**src/rtl/alu_pkg.sv**
```systemverilog
// Shared widths, ALU control codes, ID/EX payload and forwarding helpers
// for the ALU issue stage.
package alu_pkg;

    localparam int unsigned XLEN   = 32;
    localparam int unsigned RIDX   = 5;
    localparam int unsigned CTRL_W = 4;

    localparam logic [CTRL_W-1:0] CTRL_AND = 4'b0000;
    localparam logic [CTRL_W-1:0] CTRL_OR  = 4'b0001;
    localparam logic [CTRL_W-1:0] CTRL_ADD = 4'b0010;
    localparam logic [CTRL_W-1:0] CTRL_SUB = 4'b0110;
    localparam logic [CTRL_W-1:0] CTRL_SLT = 4'b0111;
    localparam logic [CTRL_W-1:0] CTRL_MUL = 4'b1100;
    localparam logic [CTRL_W-1:0] CTRL_ILL = 4'b1111;

    typedef enum logic [1:0] {
        ALUOP_MEM    = 2'b00,
        ALUOP_BRANCH = 2'b01,
        ALUOP_RTYPE  = 2'b10,
        ALUOP_ITYPE  = 2'b11
    } aluop_e;

    typedef enum logic [1:0] {
        FWD_RF    = 2'b00,
        FWD_EXMEM = 2'b01,
        FWD_MEMWB = 2'b10
    } fwd_sel_e;

    typedef struct packed {
        logic              valid;
        logic [RIDX-1:0]   rs1;
        logic [RIDX-1:0]   rs2;
        logic [RIDX-1:0]   rd;
        logic [XLEN-1:0]   rs1_data;
        logic [XLEN-1:0]   rs2_data;
        logic [XLEN-1:0]   imm;
        logic              alusrc;
        logic [CTRL_W-1:0] ctrl;
        logic              regwrite;
        logic              memread;
        logic              illegal;
    } idex_t;

    // Youngest matching producer wins; x0 is never forwarded.
    function automatic fwd_sel_e fwd_select(
        input logic            em_we,
        input logic [RIDX-1:0] em_rd,
        input logic            mw_we,
        input logic [RIDX-1:0] mw_rd,
        input logic [RIDX-1:0] rs
    );
        if (em_we && (em_rd != '0) && (em_rd == rs)) return FWD_EXMEM;
        if (mw_we && (mw_rd != '0) && (mw_rd == rs)) return FWD_MEMWB;
        return FWD_RF;
    endfunction

endpackage

```
**src/rtl/alu_issue_stage_if.sv**
```systemverilog
// Decode-side, forwarding-side and ALU-side signals of the ID/EX boundary.
interface alu_issue_stage_if;
    import alu_pkg::*;

    logic                flush_i;
    logic                id_valid_i;
    logic [RIDX-1:0]     id_rs1_i;
    logic [RIDX-1:0]     id_rs2_i;
    logic [RIDX-1:0]     id_rd_i;
    logic [XLEN-1:0]     id_rs1_data_i;
    logic [XLEN-1:0]     id_rs2_data_i;
    logic [XLEN-1:0]     id_imm_i;
    logic                id_alusrc_i;
    logic [1:0]          id_aluop_i;
    logic [2:0]          id_funct3_i;
    logic [6:0]          id_funct7_i;
    logic                id_regwrite_i;
    logic                id_memread_i;
    logic                exmem_regwrite_i;
    logic [RIDX-1:0]     exmem_rd_i;
    logic [XLEN-1:0]     exmem_result_i;
    logic                memwb_regwrite_i;
    logic [RIDX-1:0]     memwb_rd_i;
    logic [XLEN-1:0]     memwb_wdata_i;

    logic                ex_valid_o;
    logic [XLEN-1:0]     ex_src1_o;
    logic [XLEN-1:0]     ex_src2_o;
    logic [CTRL_W-1:0]   ex_ctrl_o;
    logic [RIDX-1:0]     ex_rd_o;
    logic                ex_regwrite_o;
    logic                ex_memread_o;
    logic                ex_illegal_o;
    logic                stall_o;

    modport master (
        input  flush_i, id_valid_i, id_rs1_i, id_rs2_i, id_rd_i,
               id_rs1_data_i, id_rs2_data_i, id_imm_i, id_alusrc_i,
               id_aluop_i, id_funct3_i, id_funct7_i, id_regwrite_i, id_memread_i,
               exmem_regwrite_i, exmem_rd_i, exmem_result_i,
               memwb_regwrite_i, memwb_rd_i, memwb_wdata_i,
        output ex_valid_o, ex_src1_o, ex_src2_o, ex_ctrl_o, ex_rd_o,
               ex_regwrite_o, ex_memread_o, ex_illegal_o, stall_o
    );

    modport slave (
        output flush_i, id_valid_i, id_rs1_i, id_rs2_i, id_rd_i,
               id_rs1_data_i, id_rs2_data_i, id_imm_i, id_alusrc_i,
               id_aluop_i, id_funct3_i, id_funct7_i, id_regwrite_i, id_memread_i,
               exmem_regwrite_i, exmem_rd_i, exmem_result_i,
               memwb_regwrite_i, memwb_rd_i, memwb_wdata_i,
        input  ex_valid_o, ex_src1_o, ex_src2_o, ex_ctrl_o, ex_rd_o,
               ex_regwrite_o, ex_memread_o, ex_illegal_o, stall_o
    );

endinterface

```
**src/rtl/alu_ctrl_dec.sv**
```systemverilog
// Combinational ALUOp/funct3/funct7 to 4-bit ALU control decode.
module alu_ctrl_dec
    import alu_pkg::*;
(
    input  logic [1:0]        i_aluop,
    input  logic [2:0]        i_funct3,
    input  logic [6:0]        i_funct7,
    output logic [CTRL_W-1:0] o_ctrl,
    output logic              o_illegal
);

    logic [CTRL_W-1:0] w_ctrl;

    always_comb begin
        w_ctrl = CTRL_ILL;
        case (aluop_e'(i_aluop))
            ALUOP_MEM:    w_ctrl = CTRL_ADD;
            ALUOP_BRANCH: w_ctrl = CTRL_SUB;
            ALUOP_RTYPE: begin
                case (i_funct3)
                    3'b000: begin
                        case (i_funct7)
                            7'b0000000: w_ctrl = CTRL_ADD;
                            7'b0100000: w_ctrl = CTRL_SUB;
                            7'b0000001: w_ctrl = CTRL_MUL;
                            default:    w_ctrl = CTRL_ILL;
                        endcase
                    end
                    3'b111:  w_ctrl = CTRL_AND;
                    3'b110:  w_ctrl = CTRL_OR;
                    3'b010:  w_ctrl = CTRL_SLT;
                    default: w_ctrl = CTRL_ILL;
                endcase
            end
            ALUOP_ITYPE: begin
                case (i_funct3)
                    3'b000:  w_ctrl = CTRL_ADD;
                    3'b111:  w_ctrl = CTRL_AND;
                    3'b110:  w_ctrl = CTRL_OR;
                    3'b010:  w_ctrl = CTRL_SLT;
                    default: w_ctrl = CTRL_ILL;
                endcase
            end
            default: w_ctrl = CTRL_ILL;
        endcase
    end

    // CTRL_ILL is reserved, so it alone marks an undecodable instruction.
    assign o_ctrl    = w_ctrl;
    assign o_illegal = (w_ctrl == CTRL_ILL);

endmodule

```
**src/rtl/alu_issue_stage.sv**
```systemverilog
// ID/EX register feeding the ALU: decode, operand forwarding and load-use stall.
module alu_issue_stage
    import alu_pkg::*;
(
    input  logic              clk_i,
    input  logic              rst_i,
    alu_issue_stage_if.master bus
);

    idex_t             r_idex;
    idex_t             w_idex_nxt;
    logic [CTRL_W-1:0] w_dec_ctrl;
    logic              w_dec_illegal;
    logic              w_stall;
    logic              w_bubble;
    fwd_sel_e          w_fwd1;
    fwd_sel_e          w_fwd2;
    logic [XLEN-1:0]   w_src1;
    logic [XLEN-1:0]   w_rs2_fwd;

    alu_ctrl_dec u_dec (
        .i_aluop   (bus.id_aluop_i),
        .i_funct3  (bus.id_funct3_i),
        .i_funct7  (bus.id_funct7_i),
        .o_ctrl    (w_dec_ctrl),
        .o_illegal (w_dec_illegal)
    );

    // Load in EX whose destination is read by the instruction in ID.
    assign w_stall = r_idex.valid && r_idex.memread && (r_idex.rd != '0) &&
                     bus.id_valid_i &&
                     ((r_idex.rd == bus.id_rs1_i) || (r_idex.rd == bus.id_rs2_i));

    assign w_bubble = bus.flush_i || w_stall || !bus.id_valid_i;

    always_comb begin
        w_idex_nxt          = '0;
        w_idex_nxt.rs1      = bus.id_rs1_i;
        w_idex_nxt.rs2      = bus.id_rs2_i;
        w_idex_nxt.rd       = bus.id_rd_i;
        w_idex_nxt.rs1_data = bus.id_rs1_data_i;
        w_idex_nxt.rs2_data = bus.id_rs2_data_i;
        w_idex_nxt.imm      = bus.id_imm_i;
        w_idex_nxt.alusrc   = bus.id_alusrc_i;
        w_idex_nxt.ctrl     = w_dec_ctrl;
        if (!w_bubble) begin
            w_idex_nxt.valid    = 1'b1;
            w_idex_nxt.regwrite = bus.id_regwrite_i;
            w_idex_nxt.memread  = bus.id_memread_i;
            w_idex_nxt.illegal  = w_dec_illegal;
        end
    end

    always_ff @(posedge clk_i) begin
        if (rst_i) r_idex <= '0;
        else       r_idex <= w_idex_nxt;
    end

    assign w_fwd1 = fwd_select(bus.exmem_regwrite_i, bus.exmem_rd_i,
                               bus.memwb_regwrite_i, bus.memwb_rd_i, r_idex.rs1);
    assign w_fwd2 = fwd_select(bus.exmem_regwrite_i, bus.exmem_rd_i,
                               bus.memwb_regwrite_i, bus.memwb_rd_i, r_idex.rs2);

    always_comb begin
        case (w_fwd1)
            FWD_EXMEM: w_src1 = bus.exmem_result_i;
            FWD_MEMWB: w_src1 = bus.memwb_wdata_i;
            default:   w_src1 = r_idex.rs1_data;
        endcase
        case (w_fwd2)
            FWD_EXMEM: w_rs2_fwd = bus.exmem_result_i;
            FWD_MEMWB: w_rs2_fwd = bus.memwb_wdata_i;
            default:   w_rs2_fwd = r_idex.rs2_data;
        endcase
    end

    assign bus.ex_valid_o    = r_idex.valid;
    assign bus.ex_src1_o     = w_src1;
    assign bus.ex_src2_o     = r_idex.alusrc ? r_idex.imm : w_rs2_fwd;
    assign bus.ex_ctrl_o     = r_idex.ctrl;
    assign bus.ex_rd_o       = r_idex.rd;
    assign bus.ex_regwrite_o = r_idex.regwrite;
    assign bus.ex_memread_o  = r_idex.memread;
    assign bus.ex_illegal_o  = r_idex.illegal;
    assign bus.stall_o       = w_stall;

endmodule

```
**src/flat_wrapper.sv**
```systemverilog
// flat-port wrapper written by rule: the top's interface ports become plain ports
module alu_issue_stage_flat import alu_pkg::*;
  (clk_i, rst_i, bus_flush_i, bus_id_valid_i, bus_id_rs1_i, bus_id_rs2_i, bus_id_rd_i, bus_id_rs1_data_i, bus_id_rs2_data_i, bus_id_imm_i, bus_id_alusrc_i, bus_id_aluop_i, bus_id_funct3_i, bus_id_funct7_i, bus_id_regwrite_i, bus_id_memread_i, bus_exmem_regwrite_i, bus_exmem_rd_i, bus_exmem_result_i, bus_memwb_regwrite_i, bus_memwb_rd_i, bus_memwb_wdata_i, bus_ex_valid_o, bus_ex_src1_o, bus_ex_src2_o, bus_ex_ctrl_o, bus_ex_rd_o, bus_ex_regwrite_o, bus_ex_memread_o, bus_ex_illegal_o, bus_stall_o);
  alu_issue_stage_if bus_i ();
  input  logic clk_i;
  input  logic rst_i;
  input wire logic [$bits(bus_i.flush_i)-1:0] bus_flush_i;
  input wire logic [$bits(bus_i.id_valid_i)-1:0] bus_id_valid_i;
  input wire logic [$bits(bus_i.id_rs1_i)-1:0] bus_id_rs1_i;
  input wire logic [$bits(bus_i.id_rs2_i)-1:0] bus_id_rs2_i;
  input wire logic [$bits(bus_i.id_rd_i)-1:0] bus_id_rd_i;
  input wire logic [$bits(bus_i.id_rs1_data_i)-1:0] bus_id_rs1_data_i;
  input wire logic [$bits(bus_i.id_rs2_data_i)-1:0] bus_id_rs2_data_i;
  input wire logic [$bits(bus_i.id_imm_i)-1:0] bus_id_imm_i;
  input wire logic [$bits(bus_i.id_alusrc_i)-1:0] bus_id_alusrc_i;
  input wire logic [$bits(bus_i.id_aluop_i)-1:0] bus_id_aluop_i;
  input wire logic [$bits(bus_i.id_funct3_i)-1:0] bus_id_funct3_i;
  input wire logic [$bits(bus_i.id_funct7_i)-1:0] bus_id_funct7_i;
  input wire logic [$bits(bus_i.id_regwrite_i)-1:0] bus_id_regwrite_i;
  input wire logic [$bits(bus_i.id_memread_i)-1:0] bus_id_memread_i;
  input wire logic [$bits(bus_i.exmem_regwrite_i)-1:0] bus_exmem_regwrite_i;
  input wire logic [$bits(bus_i.exmem_rd_i)-1:0] bus_exmem_rd_i;
  input wire logic [$bits(bus_i.exmem_result_i)-1:0] bus_exmem_result_i;
  input wire logic [$bits(bus_i.memwb_regwrite_i)-1:0] bus_memwb_regwrite_i;
  input wire logic [$bits(bus_i.memwb_rd_i)-1:0] bus_memwb_rd_i;
  input wire logic [$bits(bus_i.memwb_wdata_i)-1:0] bus_memwb_wdata_i;
  output wire logic [$bits(bus_i.ex_valid_o)-1:0] bus_ex_valid_o;
  output wire logic [$bits(bus_i.ex_src1_o)-1:0] bus_ex_src1_o;
  output wire logic [$bits(bus_i.ex_src2_o)-1:0] bus_ex_src2_o;
  output wire logic [$bits(bus_i.ex_ctrl_o)-1:0] bus_ex_ctrl_o;
  output wire logic [$bits(bus_i.ex_rd_o)-1:0] bus_ex_rd_o;
  output wire logic [$bits(bus_i.ex_regwrite_o)-1:0] bus_ex_regwrite_o;
  output wire logic [$bits(bus_i.ex_memread_o)-1:0] bus_ex_memread_o;
  output wire logic [$bits(bus_i.ex_illegal_o)-1:0] bus_ex_illegal_o;
  output wire logic [$bits(bus_i.stall_o)-1:0] bus_stall_o;
  assign bus_i.flush_i = bus_flush_i;
  assign bus_i.id_valid_i = bus_id_valid_i;
  assign bus_i.id_rs1_i = bus_id_rs1_i;
  assign bus_i.id_rs2_i = bus_id_rs2_i;
  assign bus_i.id_rd_i = bus_id_rd_i;
  assign bus_i.id_rs1_data_i = bus_id_rs1_data_i;
  assign bus_i.id_rs2_data_i = bus_id_rs2_data_i;
  assign bus_i.id_imm_i = bus_id_imm_i;
  assign bus_i.id_alusrc_i = bus_id_alusrc_i;
  assign bus_i.id_aluop_i = bus_id_aluop_i;
  assign bus_i.id_funct3_i = bus_id_funct3_i;
  assign bus_i.id_funct7_i = bus_id_funct7_i;
  assign bus_i.id_regwrite_i = bus_id_regwrite_i;
  assign bus_i.id_memread_i = bus_id_memread_i;
  assign bus_i.exmem_regwrite_i = bus_exmem_regwrite_i;
  assign bus_i.exmem_rd_i = bus_exmem_rd_i;
  assign bus_i.exmem_result_i = bus_exmem_result_i;
  assign bus_i.memwb_regwrite_i = bus_memwb_regwrite_i;
  assign bus_i.memwb_rd_i = bus_memwb_rd_i;
  assign bus_i.memwb_wdata_i = bus_memwb_wdata_i;
  assign bus_ex_valid_o = bus_i.ex_valid_o;
  assign bus_ex_src1_o = bus_i.ex_src1_o;
  assign bus_ex_src2_o = bus_i.ex_src2_o;
  assign bus_ex_ctrl_o = bus_i.ex_ctrl_o;
  assign bus_ex_rd_o = bus_i.ex_rd_o;
  assign bus_ex_regwrite_o = bus_i.ex_regwrite_o;
  assign bus_ex_memread_o = bus_i.ex_memread_o;
  assign bus_ex_illegal_o = bus_i.ex_illegal_o;
  assign bus_stall_o = bus_i.stall_o;
  alu_issue_stage u_core (.clk_i(clk_i), .rst_i(rst_i), .bus(bus_i));
endmodule
```
**config.mk**
```make
export PLATFORM = sky130hd
export DESIGN_NAME = alu_issue_stage_flat
export DESIGN_NICKNAME = d
export VERILOG_FILES = /design/src/rtl/alu_pkg.sv /design/src/rtl/alu_issue_stage_if.sv /design/src/rtl/alu_ctrl_dec.sv /design/src/rtl/alu_issue_stage.sv /design/src/flat_wrapper.sv
export SDC_FILE = /design/constraint.sdc
export NUM_CORES = 1
export LEC_CHECK = 0
export CAP_MARGIN = 25
export CELL_PAD_IN_SITES_DETAIL_PLACEMENT = 0
export CELL_PAD_IN_SITES_GLOBAL_PLACEMENT = 1
export CORE_ASPECT_RATIO = 1.4
export CORE_UTILIZATION = 26
export DETAILED_ROUTE_END_ITERATION = 12
export GPL_TIMING_DRIVEN = 0
export HOLD_SLACK_MARGIN = 0.05
export PLACE_DENSITY = 0.76
export SLEW_MARGIN = 20
export SYNTH_ARGS = -nofsm -noshare
export SYNTH_HDL_FRONTEND = slang
export SYNTH_HIERARCHICAL = 1
export SYNTH_SLANG_ARGS = --single-unit
```
**constraint.sdc**
```tcl
create_clock -name clk_i -period 2 [get_ports clk_i]
set_input_delay 0.3 -clock clk_i [delete_from_list [all_inputs] [get_ports clk_i]]
set_output_delay 0.3 -clock clk_i [all_outputs]
set_load 0.05 [all_outputs]
```
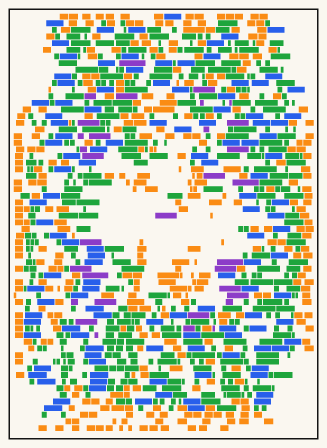
Run 1: placed cells, one color a class
class	color	cells	share of their area
other buffers and delay cells	orange	358	32%
all other logic	green	456	42%
clock drivers and dummy loads	purple	32	5.5%
flops	blue	120	21%

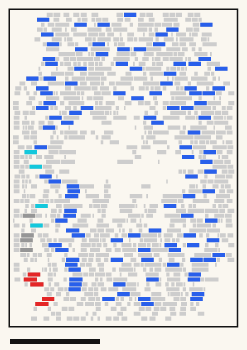
Run 1: sequential cells grouped by signal name
Scale bar: 50 µm. Other sequential cells in the stronger gray, the rest of the logic in the fainter gray.
signal	color	flops	where
u_core/r_idex	blue	107	all over the die
u_core/bus.ex_rd_o	red	5	lower left
u_core/bus.ex_ctrl_o	cyan	4	middle left
not colored	4

==> job_summary.md, run 1 <==
### Metrics collected by this job

| Metric | Value |
|---|---|
| Chip area line of the yosys report | `5590 µm²` |
| Root buffer cell | `clkbuf_16` |
| Pre-Repair DR Iteration Count | `4` |
| Max Freq | `391 MHz` |
| RSZ-0062 raised after global routing | `true` |
| Post-Route WL | `23900 µm` |
| Global-route wire length before repair | `35500 µm` |
| Synthesis Warnings | `6` |
| Worst Setup SP | `u_core/r_idex[111]$_SDFF_PP0_` |
| Area share, top type | `43.0%` |
| XOR Share, Synth | `4.70%` |
| Core area | `21100 µm²` |
| Skew final | `0.00592 ns` |
| Synth Area per Inst | `8.80 µm²` |
| DR WL/cell | `19.5 µm` |
| Most common cell in the synthesized netlist | `dfxtp_1` |
| Clock Latency Late Sink | `0.42 ns` |
| Setup slack after placement | `-2.16 ns` |
| Routability cong. | `0.850` |
| Adder Area Share | `0%` |
| Hold_buf cts | `0` |
| Most numerous logic cells after layout | `clkdlybuf4s50_1, nor2b_1, dfxtp_1, nand2_1, buf_6` |
| Kind of critical path | `register to output pin` |
| Log Warnings | `29` |
| Aoi share | `13.6%` |
| Worst EP required | `1.70 ns` |
| Routed Antenna Nets | `0` |
| Seq share, synth | `43.0%` |
| Number of max-cap violations | `0` |
| Hold Path Origin | `bus_id_rd_i[0]` |
| Post-route DRC | `0` |
| Reg2reg start | `u_core/bus.ex_rd_o[1]$_SDFF_PP0_` |
| PD cells | `676 nW/µm²` |
| Metal3 WL | `1050 µm` |
| Largest power group | `clock` |
| Violated checks | `setup timing` |
| WHS | `0.429 ns` |
| Post-Syn Area | `5590 µm²` |
| Post-route cell area | `11900 µm²` |
| CTS H-Tree Depth | `4` |
| Synthesized Nets | `841` |
| Die area | `22100 µm²` |
| Gr busiest metal | `met2` |
| Register bit total from synthesis | `120` |
| Critical Path End | `bus_ex_src2_o[4]` |
| Leakage | `4.36 nW` |
| FFs w/ async S/R, synth | `0%` |
| Final setup viols | `64` |
| Initial antenna violation count | `1` |
| P_sw | `2.30 mW` |
| Post-Syn Instances | `635` |
| Ys flop type | `dfxtp_1` |
| Combinational share of power | `26.2%` |
| Endpoint, Worst Hold | `u_core/bus.ex_rd_o[0]$_SDFF_PP0_` |
| Setup crit start kind | `register` |
| GR Util All Layers | `21.4%` |
| Worst-margin pin slew | `0.622 ns` |
| CTS Buffer Depth | `2` |
| Pins Over Slew Limit | `0` |
| CTS tree | `done` |
| DR top layer | `met4` |
| Via count | `5804` |
| Sw Share | `28.7%` |
| Synth Area in Simple Gates | `27.4%` |
| Hold Crit Class | `input pin to register` |
| Setup slack after layout | `-0.560 ns` |
| Post-CTS setup buffer count | `11` |
| P_clk | `3.30 mW` |
| Vias in the first global route | `6068` |
| Fp util | `26.4%` |
| Total power | `8.01 mW` |
| Met2 usage | `40.9%` |
| Share of cells above drive strength 1 | `36.6%` |
| Status | `complete, but fails checks` |
| Clock power frac | `41.2%` |
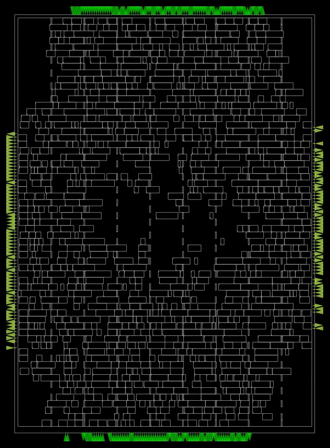
Run 1: cell placement
fill count: 1852
final core utilization: 56.1%
num tapcells: 260
Layout Cells excl Fill: 1227

[run 1: area by class of cell]
class,instances,area [µm²]
diodes,1,2.50
plain buffers,56,498
clock buffers,21,460
clock inverters,11,171
fillers,1852,9270
multi-input cells,456,4840
flip-flops and latches,120,2410
well taps,260,325
repair buffers,302,3140
[run 1: critical path, stage by stage (launching register included)]
cell      delay [ns]
dfxtp_2         0.33
xor2_2          0.16
nor3_4          0.22
buf_12          0.15
nand3_4         0.13
buf_6           0.23
a221oi_4        0.35
o31ai_4         0.08
buf_6           0.18
[run 1: state kept, by name, indices dropped and copies added (netlist names)]
register,count
u_core/bus.ex_valid_o,1
u_core/r_idex,107
u_core/bus.ex_illegal_o,1
u_core/bus.ex_ctrl_o,4
u_core/bus.ex_memread_o,1
u_core/bus.ex_rd_o,5
u_core/bus.ex_regwrite_o,1
Run 1, the metal 3 layer:
Scale bar: 50 µm.
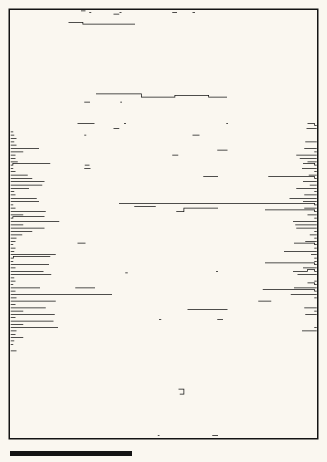

==> run 2: changes to the inputs <==
--- a/config.mk
+++ b/config.mk
@@ -13,6 +13,7 @@
 export DETAILED_ROUTE_END_ITERATION = 12
 export GPL_TIMING_DRIVEN = 0
 export HOLD_SLACK_MARGIN = 0.05
+export MAX_ROUTING_LAYER = met4
 export PLACE_DENSITY = 0.76
 export SLEW_MARGIN = 20
 export SYNTH_ARGS = -nofsm -noshare
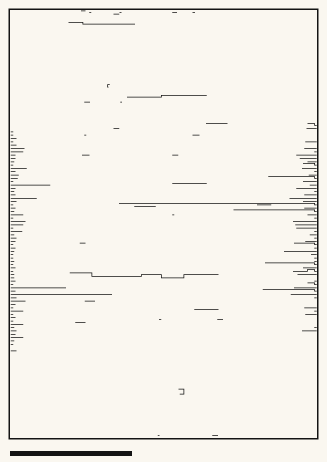
Run 2: the metal 3 layer
Scale bar: 50 µm.
nets with wire on the layer	132
share of all routed wire	3.5%
wire length on this layer	830 µm
main direction	horizontal

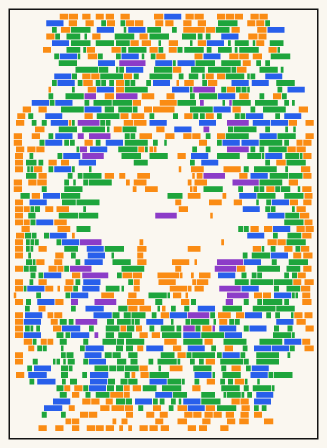
Run 2: placed cells, one color a class
class	color	cells	share of their area
flops	blue	120	21%
clock drivers and dummy loads	purple	32	5.5%
other buffers and delay cells	orange	358	32%
all other logic	green	456	42%
core area: 21100 µm²
final core utilization: 56.2%

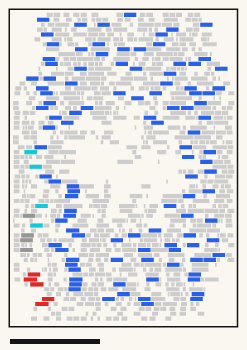
Run 2: sequential cells grouped by signal name
Scale bar: 50 µm. Other sequential cells in the stronger gray, the rest of the logic in the fainter gray.
signal	color	flops	where
u_core/bus.ex_rd_o	red	5	lower left
u_core/bus.ex_ctrl_o	cyan	4	middle left
u_core/r_idex	blue	107	all over the die
not colored	4
Seq. pwr: 2.61 mW
sequential fraction of total cell area: 20.4%
FF/Latch Area: 2410 µm²

==> run 2 against run 1 <==
  * The run still ends with setup timing left
  * Sequential power barely moved
  * Sequential cell count is the same
  * Area after synthesis unchanged
  * Global-route usage increased by 0.72 points
  * Setup slack improved by 0.0042 ns
  * Clock-buffer cell count stayed put
  * Total power grew 0.19%
  * Combinational power hardly changed
  * Largest power group unchanged
  * Highest routed layer unchanged
==> job_summary.md, run 2 <==
### Metrics collected by this job

| Metric | Value |
|---|---|
| Status | `complete, but fails checks` |
| Violated checks | `setup timing` |
| Fill count | `1849 (-0.16%)` |
| RSZ-0062 raised after global routing | `true` |
| Root buffer cell | `clkbuf_16` |
| Most numerous logic cells after layout | `clkdlybuf4s50_1, nor2b_1, dfxtp_1, nand2_1, buf_6` |
| Post-Route WL | `24000 µm (+0.32%)` |
| Setup crit start kind | `register` |
| Clock Latency Late Sink | `0.42 ns (about the same)` |
| Number of max-cap violations | `0 (unchanged)` |
| Worst Reg2Reg Path Length in Cells | `5` |
| Number of flip-flops in the largest register | `107 (unchanged)` |
| Most flops, register | `u_core/r_idex` |
| Max Freq | `391 MHz (+0.17%)` |
| GRT Residual Overflow | `0` |
| Share of cells above drive strength 1 | `36.7% (+0.10 points)` |
| Post-Syn Area | `5590 µm² (unchanged)` |
| Kind of critical path | `register to output pin` |
| Clock Pin Slew Worst Setup and Hold Paths | `0.06 ns` |
| CTS H-Tree Depth | `4 (unchanged)` |
| Largest power group | `clock` |
| Synthesized Nets | `841 (unchanged)` |
| Post-route cell area | `11900 µm² (about the same)` |
| Layout Cells excl Fill | `1227 (unchanged)` |
| Seq share, synth | `43.0% (unchanged)` |
| Pins Over Slew Limit | `0 (unchanged)` |
| Worst-margin pin slew | `0.626 ns (+0.00435 ns)` |
| Post-Syn Instances | `635 (unchanged)` |
| Fp util | `26.4% (unchanged)` |
| Ys cells | `635` |
| Final period util | `128%` |
| Total negative slack | `-32.63 ns` |
| Log Warnings | `29 (unchanged)` |
| Register bit total from synthesis | `120 (unchanged)` |
| Synth Area in Simple Gates | `27.4% (unchanged)` |
| Vias per cell | `4.74` |
| Setup slack after layout | `-0.556 ns (+0.00423 ns)` |
| WHS | `0.428 ns (-0.000540 ns)` |
| Clock power frac | `41.3% (about the same)` |
| Final Hold Vio Count | `0` |
| DR WL/cell | `19.6 µm (+0.32%)` |
| Routability cong. | `0.864 (+1.6%)` |
| GR Util All Layers | `22.1% (+0.72 points)` |
| PD cells | `676 nW/µm² (+0.10%)` |
| Routed Antenna Nets | `0 (unchanged)` |
| Leakage | `4.37 nW (+0.11%)` |
| Synth Area per Inst | `8.80 µm² (unchanged)` |
| Most common cell in the synthesized netlist | `dfxtp_1` |
| Endpoint, Worst Hold | `u_core/r_idex[11]$_SDFF_PP0_` |
| Hold_buf cts | `0 (unchanged)` |
| FFs w/ async S/R, synth | `0% (unchanged)` |
| Combinational share of power | `26.2% (about the same)` |
| Skew final | `0.00515 ns (-0.000766 ns)` |
| DR iter-0 viols | `209` |
| Final setup viols | `64 (unchanged)` |
| Chip area line of the yosys report | `5590 µm² (unchanged)` |
| Sw Share | `28.8% (+0.12 points)` |
| Total power | `8.02 mW (+0.19%)` |
| Vias in the first global route | `6057 (-0.18%)` |
| Post-route DRC | `0 (unchanged)` |
| Area share, top type | `43.0% (unchanged)` |
| Aoi share | `13.6% (unchanged)` |
| CTS Buffer Depth | `2 (unchanged)` |
| P_sw | `2.31 mW (+0.61%)` |
| CTS tree | `done` |
| Global-route wire length before repair | `35500 µm (about the same)` |
| EDFF count, synth | `0` |
| Hold Path Origin | `bus_id_imm_i[3]` |
| CTS Buf Count | `17` |
| Setup slack after placement | `-2.16 ns (unchanged)` |
| Pre-Repair DR Iteration Count | `4 (unchanged)` |
| XOR Share, Synth | `4.70% (unchanged)` |
| Via count | `5810 (+0.10%)` |
| Post-CTS setup buffer count | `11 (unchanged)` |
| Commonest Layout Cell | `clkdlybuf4s50_1` |
| Reg2reg start | `u_core/bus.ex_rd_o[1]$_SDFF_PP0_` |
| P_clk | `3.31 mW (about the same)` |
| Hold Crit Class | `input pin to register` |
| Initial antenna violation count | `1 (unchanged)` |
| Adder Area Share | `0% (unchanged)` |
| Die area | `22100 µm² (unchanged)` |
| Die W | `126 µm` |
| Ys flop type | `dfxtp_1` |
| Critical Path End | `bus_ex_src2_o[13]` |
| Worst Setup SP | `u_core/r_idex[111]$_SDFF_PP0_` |
| Worst EP required | `1.70 ns (about the same)` |
| Synthesis Warnings | `6 (unchanged)` |
| R2R Path End | `u_core/bus.ex_regwrite_o$_SDFF_PP0_` |
## run 2: worst max-delay path, cell delays in order, from the launching register on
cell and delay, ns:
dfxtp_2 0.33, xor2_2 0.15, nor3_4 0.22, buf_12 0.15, nand3_4 0.13, buf_8 0.22, a221oi_4 0.34, o31ai_4 0.07
buf_4 0.21
## run 2: final cells by class
cell class	instances	area (µm²)	area share, %
Multi-Input combinational cell	456	4850	40.9
Timing Repair Buffer	302	3140	26.5
Sequential cell	120	2410	20.4
Buffer	56	499	4.21
Clock buffer	21	460	3.88
Tap cell	260	325	2.74
Clock inverter	11	171	1.44
Antenna cell	1	2.50	0.0211
## run 2: metal layers
metal	wire length (µm)	global-route usage, %	up-vias
met4	592	8.53	0
met5	0	-	-
li1	-	-	2839
met1	9290	23.4	2783
met2	13300	40.7	157
met3	830	3.69	31
Power is estimated from default activity; no workload was simulated.
